[src/rtl/pipeline_hs_pkg.sv]
// Shared widths and FSM state encoding for the pipeline operand feeder.
package pipeline_hs_pkg;
    localparam int OPW   = 8;
    localparam int GAP_W = 4;
    localparam int N_OPS = 10;

    typedef enum logic [1:0] {
        S_IDLE   = 2'd0,
        S_ISSUE  = 2'd1,
        S_GAP    = 2'd2,
        S_FINISH = 2'd3
    } state_t;
endpackage

[src/rtl/pipeline_feeder.sv]
// Burst operand feeder: issues cmd_len operand sets (seed+k+j pattern) to a
// downstream pipeline with valid/ready handshake and optional idle gaps.
module pipeline_feeder #(
    parameter int OPW   = pipeline_hs_pkg::OPW,
    parameter int GAP_W = pipeline_hs_pkg::GAP_W
) (
    input  logic             clk,
    input  logic             rst,
    input  logic             cmd_valid,
    output logic             cmd_ready,
    input  logic [7:0]       cmd_len,
    input  logic [7:0]       cmd_seed,
    input  logic [GAP_W-1:0] cmd_gap,
    input  logic             abort,
    output logic [OPW-1:0]   a2,
    output logic [OPW-1:0]   a3,
    output logic [OPW-1:0]   a4,
    output logic [OPW-1:0]   b2,
    output logic [OPW-1:0]   b3,
    output logic [OPW-1:0]   b4,
    output logic [OPW-1:0]   c1,
    output logic [OPW-1:0]   c2,
    output logic [OPW-1:0]   c3,
    output logic [OPW-1:0]   c4,
    output logic             valid_o,
    input  logic             ready_i,
    output logic             busy,
    output logic             done,
    output logic [7:0]       xfer_cnt
);
    import pipeline_hs_pkg::*;

    state_t           state;
    logic [7:0]       len_r;
    logic [7:0]       seed_r;
    logic [GAP_W-1:0] gap_r;
    logic [GAP_W-1:0] gap_cnt;
    logic             abort_f;
    logic [OPW-1:0]   ops    [N_OPS];
    logic [OPW-1:0]   ops_nx [N_OPS];
    logic [7:0]       base_nx;
    logic [7:0]       k_nx;
    logic             abort_pend;
    logic             last_xfer;

    assign abort_pend = abort_f | abort;
    assign last_xfer  = (xfer_cnt + 8'd1) == len_r;

    // Operand set to load on the next ISSUE entry: index 0 from IDLE,
    // the following index when streaming, the current count after a gap.
    always_comb begin
        base_nx = seed_r;
        k_nx    = xfer_cnt;
        if (state == S_IDLE) begin
            base_nx = cmd_seed;
            k_nx    = 8'd0;
        end else if (state == S_ISSUE) begin
            k_nx = xfer_cnt + 8'd1;
        end
        for (int j = 0; j < N_OPS; j++) begin
            ops_nx[j] = OPW'(base_nx) + OPW'(k_nx) + OPW'(j);
        end
    end

    always_ff @(posedge clk) begin
        if (rst) begin
            state     <= S_IDLE;
            valid_o   <= 1'b0;
            busy      <= 1'b0;
            done      <= 1'b0;
            cmd_ready <= 1'b1;
            xfer_cnt  <= 8'd0;
            abort_f   <= 1'b0;
            len_r     <= 8'd0;
            seed_r    <= 8'd0;
            gap_r     <= '0;
            gap_cnt   <= '0;
            for (int j = 0; j < N_OPS; j++) ops[j] <= '0;
        end else begin
            case (state)
                S_IDLE: begin
                    abort_f <= 1'b0;
                    if (cmd_valid && cmd_ready) begin
                        len_r     <= cmd_len;
                        seed_r    <= cmd_seed;
                        gap_r     <= cmd_gap;
                        xfer_cnt  <= 8'd0;
                        cmd_ready <= 1'b0;
                        if (cmd_len != 8'd0) begin
                            state   <= S_ISSUE;
                            valid_o <= 1'b1;
                            busy    <= 1'b1;
                            for (int j = 0; j < N_OPS; j++) ops[j] <= ops_nx[j];
                        end else begin
                            state <= S_FINISH;
                            done  <= 1'b1;
                        end
                    end
                end
                S_ISSUE: begin
                    abort_f <= abort_pend;
                    if (valid_o && ready_i) begin
                        xfer_cnt <= xfer_cnt + 8'd1;
                        if (last_xfer || abort_pend) begin
                            state   <= S_FINISH;
                            valid_o <= 1'b0;
                            busy    <= 1'b0;
                            done    <= 1'b1;
                        end else if (gap_r != '0) begin
                            state   <= S_GAP;
                            valid_o <= 1'b0;
                            gap_cnt <= gap_r;
                        end else begin
                            for (int j = 0; j < N_OPS; j++) ops[j] <= ops_nx[j];
                        end
                    end
                end
                S_GAP: begin
                    abort_f <= abort_pend;
                    if (abort_pend) begin
                        state <= S_FINISH;
                        busy  <= 1'b0;
                        done  <= 1'b1;
                    end else if (gap_cnt == GAP_W'(1)) begin
                        state   <= S_ISSUE;
                        valid_o <= 1'b1;
                        for (int j = 0; j < N_OPS; j++) ops[j] <= ops_nx[j];
                    end else begin
                        gap_cnt <= gap_cnt - GAP_W'(1);
                    end
                end
                S_FINISH: begin
                    state     <= S_IDLE;
                    done      <= 1'b0;
                    cmd_ready <= 1'b1;
                    abort_f   <= 1'b0;
                end
                default: state <= S_IDLE;
            endcase
        end
    end

    assign a2 = ops[0];
    assign a3 = ops[1];
    assign a4 = ops[2];
    assign b2 = ops[3];
    assign b3 = ops[4];
    assign b4 = ops[5];
    assign c1 = ops[6];
    assign c2 = ops[7];
    assign c3 = ops[8];
    assign c4 = ops[9];
endmodule

[config.mk]
export PLATFORM = sky130hd
export DESIGN_NAME = pipeline_feeder
export DESIGN_NICKNAME = d
export VERILOG_FILES = /design/src/rtl/pipeline_hs_pkg.sv /design/src/rtl/pipeline_feeder.sv
export SDC_FILE = /design/constraint.sdc
export NUM_CORES = 1
export LEC_CHECK = 0
export CORE_AREA = 2 2 118 120
export CTS_BUF_LIST = sky130_fd_sc_hd__clkbuf_4
export CTS_CLUSTER_DIAMETER = 80
export DETAILED_ROUTE_END_ITERATION = 8
export DIE_AREA = 0 0 120 122
export GPL_TIMING_DRIVEN = 0
export PLACE_DENSITY = 0.77
export SLEW_MARGIN = 20
export SYNTH_ARGS = -nofsm -noshare
export SYNTH_HDL_FRONTEND = slang
export SYNTH_SLANG_ARGS = --single-unit
[constraint.sdc]
create_clock -name clk -period 4.75 [get_ports clk]
set_input_delay 0.475 -clock clk [delete_from_list [all_inputs] [get_ports clk]]
set_output_delay 0.475 -clock clk [all_outputs]
set_load 0.01 [all_outputs]
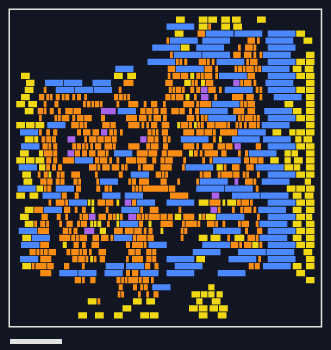
(placed cells, one colour a class)
Bar = 20 µm.
[blue] sequential cells | cells: 106
[yellow] remaining buffers and delay cells | cells: 164
[orange] combinational and other logic | cells: 464
[purple] clock drivers and dummy loads | cells: 16

==> flow_results.xml <==
<?xml version="1.0" encoding="UTF-8"?>
<metrics>
  <group name="cells_and_area">
    <metric name="sh_comb_area" unit="">0.371</metric>
    <metric name="logic_gates" unit="">441</metric>
    <metric name="numSequentialCells" unit="">106</metric>
    <metric name="max_flop_register" unit="">ops</metric>
    <metric name="largest_reg_flops" unit="">67</metric>
    <metric name="clkbuf_count" unit="">9</metric>
    <metric name="final-comb-area" unit="µm²">2760</metric>
    <metric name="finish.net_count" unit="">799</metric>
    <metric name="postLayoutCellArea" unit="µm²">7450</metric>
    <metric name="non_clock_buffer_count" unit="">164</metric>
    <metric name="clkCellAreaFrac" unit="">0.0181</metric>
    <metric name="total_area_of_sequential_cells" unit="µm²">2790</metric>
    <metric name="top_area_cell_class" unit="">registers</metric>
    <metric name="final_util" unit="">0.552</metric>
  </group>
  <group name="run_status">
    <metric name="outcome" unit="">completed</metric>
  </group>
  <group name="sta">
    <metric name="setup_slack" unit="ns">0.412</metric>
    <metric name="skew" unit="ns">0.0259</metric>
    <metric name="finalSetupTns" unit="ns">0</metric>
    <metric name="setup_violations" unit="">0</metric>
    <metric name="rsz0062_at_grt" unit="">false</metric>
    <metric name="max_freq" unit="MHz">231</metric>
  </group>
  <group name="routing">
    <metric name="routed_via_density" unit="">5.07</metric>
    <metric name="met2WireLength" unit="µm">6680</metric>
    <metric name="detail_route.wirelength" unit="µm">13400</metric>
    <metric name="drt_iter0_markers" unit="">307</metric>
    <metric name="wl_per_cell" unit="µm">14.5</metric>
    <metric name="postRouteAntennaNets" unit="">0</metric>
    <metric name="drtPass1Iterations" unit="">5</metric>
    <metric name="routed_metal_1_wire_length" unit="µm">5820</metric>
    <metric name="dr_total_vias" unit="">4717</metric>
  </group>
  <group name="logic_synthesis">
    <metric name="synth.top_cell.area_share" unit="">0.341</metric>
    <metric name="synthesis.instances" unit="">619</metric>
    <metric name="ys_sh_simple" unit="">0.187</metric>
    <metric name="ys.warnings.count" unit="">0</metric>
    <metric name="synth.cellmix.compoundShare" unit="">0.0942</metric>
    <metric name="synth_area_per_cell" unit="µm²">9.53</metric>
    <metric name="synth-seq-cells" unit="">106</metric>
    <metric name="ys_types" unit="">57</metric>
    <metric name="top_logic_kind" unit="">simple AND/OR/NAND/NOR gates</metric>
    <metric name="synth.net_count" unit="">673</metric>
    <metric name="ys_sh_mux" unit="">0.0252</metric>
    <metric name="yosysChipArea" unit="µm²">5900</metric>
    <metric name="synth.largest_area_cell" unit="">sky130_fd_sc_hd__edfxtp_1</metric>
    <metric name="synth.yosys.seq_area_share" unit="">0.473</metric>
    <metric name="synth-main-ff-cell" unit="">sky130_fd_sc_hd__edfxtp_1</metric>
  </group>
  <group name="clock_tree">
    <metric name="hold_buffers" unit="">0</metric>
    <metric name="cts_tree" unit="">done</metric>
    <metric name="clock.latency.late_pin" unit="ns">0.48</metric>
    <metric name="cts.root.buffer_cell" unit="">sky130_fd_sc_hd__clkbuf_4</metric>
    <metric name="ctsResizeCount" unit="">6</metric>
    <metric name="cts_num_sinks" unit="">106</metric>
    <metric name="cts_buf_count" unit="">9</metric>
  </group>
  <group name="worst_setup_path">
    <metric name="reg2reg_to" unit="">ops[6][7]</metric>
    <metric name="path_cells" unit="">inv_1 &gt; ha_1 &gt; clkbuf_4 &gt; mux2_2 &gt; ha_1 &gt; inv_1 &gt; fa_1 &gt; nand2b_1 &gt; a21o_1 &gt; a21boi_1 &gt; clkbuf_4 &gt; ha_2 &gt; inv_1 &gt; nor3b_4 &gt; buf_4 &gt; nor2b_1 &gt; xnor2_1 &gt; nor2_1</metric>
    <metric name="setup.worst_path.start" unit="">state[0]</metric>
    <metric name="timing.setup.critical_path_class" unit="">reg -&gt; reg</metric>
    <metric name="critical-path-top-cell-by-count" unit="">sky130_fd_sc_hd__inv_1</metric>
    <metric name="combined_buffer_and_inverter_count_along_the_critical_path" unit="">6</metric>
    <metric name="critPathCapture" unit="">ops[6][7]</metric>
    <metric name="worst-path-stages" unit="">18</metric>
    <metric name="worst_setup_path_end_kind" unit="">register</metric>
    <metric name="worst_path_largest_cell_delay" unit="ns">0.37</metric>
    <metric name="critPathLaunchType" unit="">register</metric>
    <metric name="worstReg2RegStart" unit="">state[0]</metric>
    <metric name="timing.reg2reg.worst_path_depth" unit="">18</metric>
  </group>
  <group name="global_route">
    <metric name="grt_pass1_vias" unit="">4561</metric>
    <metric name="pin_count_of_the_biggest_net_entering_global_routing" unit="">60</metric>
    <metric name="grt_use_met3" unit="">0.0342</metric>
  </group>
  <group name="min_path">
    <metric name="hold_end" unit="">seed_r[2]</metric>
    <metric name="path_category_of_the_worst_min_delay_check" unit="">reg -&gt; reg</metric>
  </group>
  <group name="run">
    <metric name="max_cap_viol_count" unit="">0</metric>
    <metric name="warnings" unit="">39</metric>
  </group>
  <group name="power">
    <metric name="seq-power" unit="W">0.00140</metric>
    <metric name="power_report.internal_total" unit="W">0.00246</metric>
    <metric name="vdd_ir_drop_max" unit="mV">0.391</metric>
    <metric name="power_density" unit="nW/µm²">564</metric>
    <metric name="p_total" unit="W">0.00420</metric>
    <metric name="comb_power_share" unit="">0.561</metric>
    <metric name="total_leakage_power" unit="nW">2.85</metric>
    <metric name="seqPwrFrac" unit="">0.333</metric>
    <metric name="dominant_power_group" unit="">combinational cells</metric>
    <metric name="combinationalPower" unit="W">0.00236</metric>
    <metric name="pwr.group.clock" unit="W">0.000446</metric>
  </group>
  <group name="placement">
    <metric name="routabilityCongestion" unit="">0.861</metric>
    <metric name="instance_count_after_placement_with_tap_cells_included" unit="">914</metric>
    <metric name="pre_cts_slack" unit="ns">-0.682</metric>
    <metric name="portBuffers" unit="">115</metric>
  </group>
  <group name="floorplan">
    <metric name="design.die.area" unit="µm²">14600</metric>
    <metric name="fp.dieH" unit="µm">122</metric>
    <metric name="floorplan.io_pins" unit="">117</metric>
    <metric name="core" unit="µm²">13500</metric>
    <metric name="initCoreUtil" unit="">0.437</metric>
    <metric name="tap-cell-count" unit="">180</metric>
  </group>
</metrics>
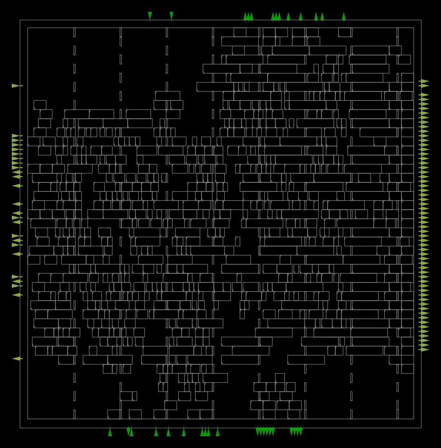
(cell outlines without signal wires)
number of rows created at floorplan: 43
layout filler cell count: 1174

No activity file was given, so power comes from the tool's default toggle rates.
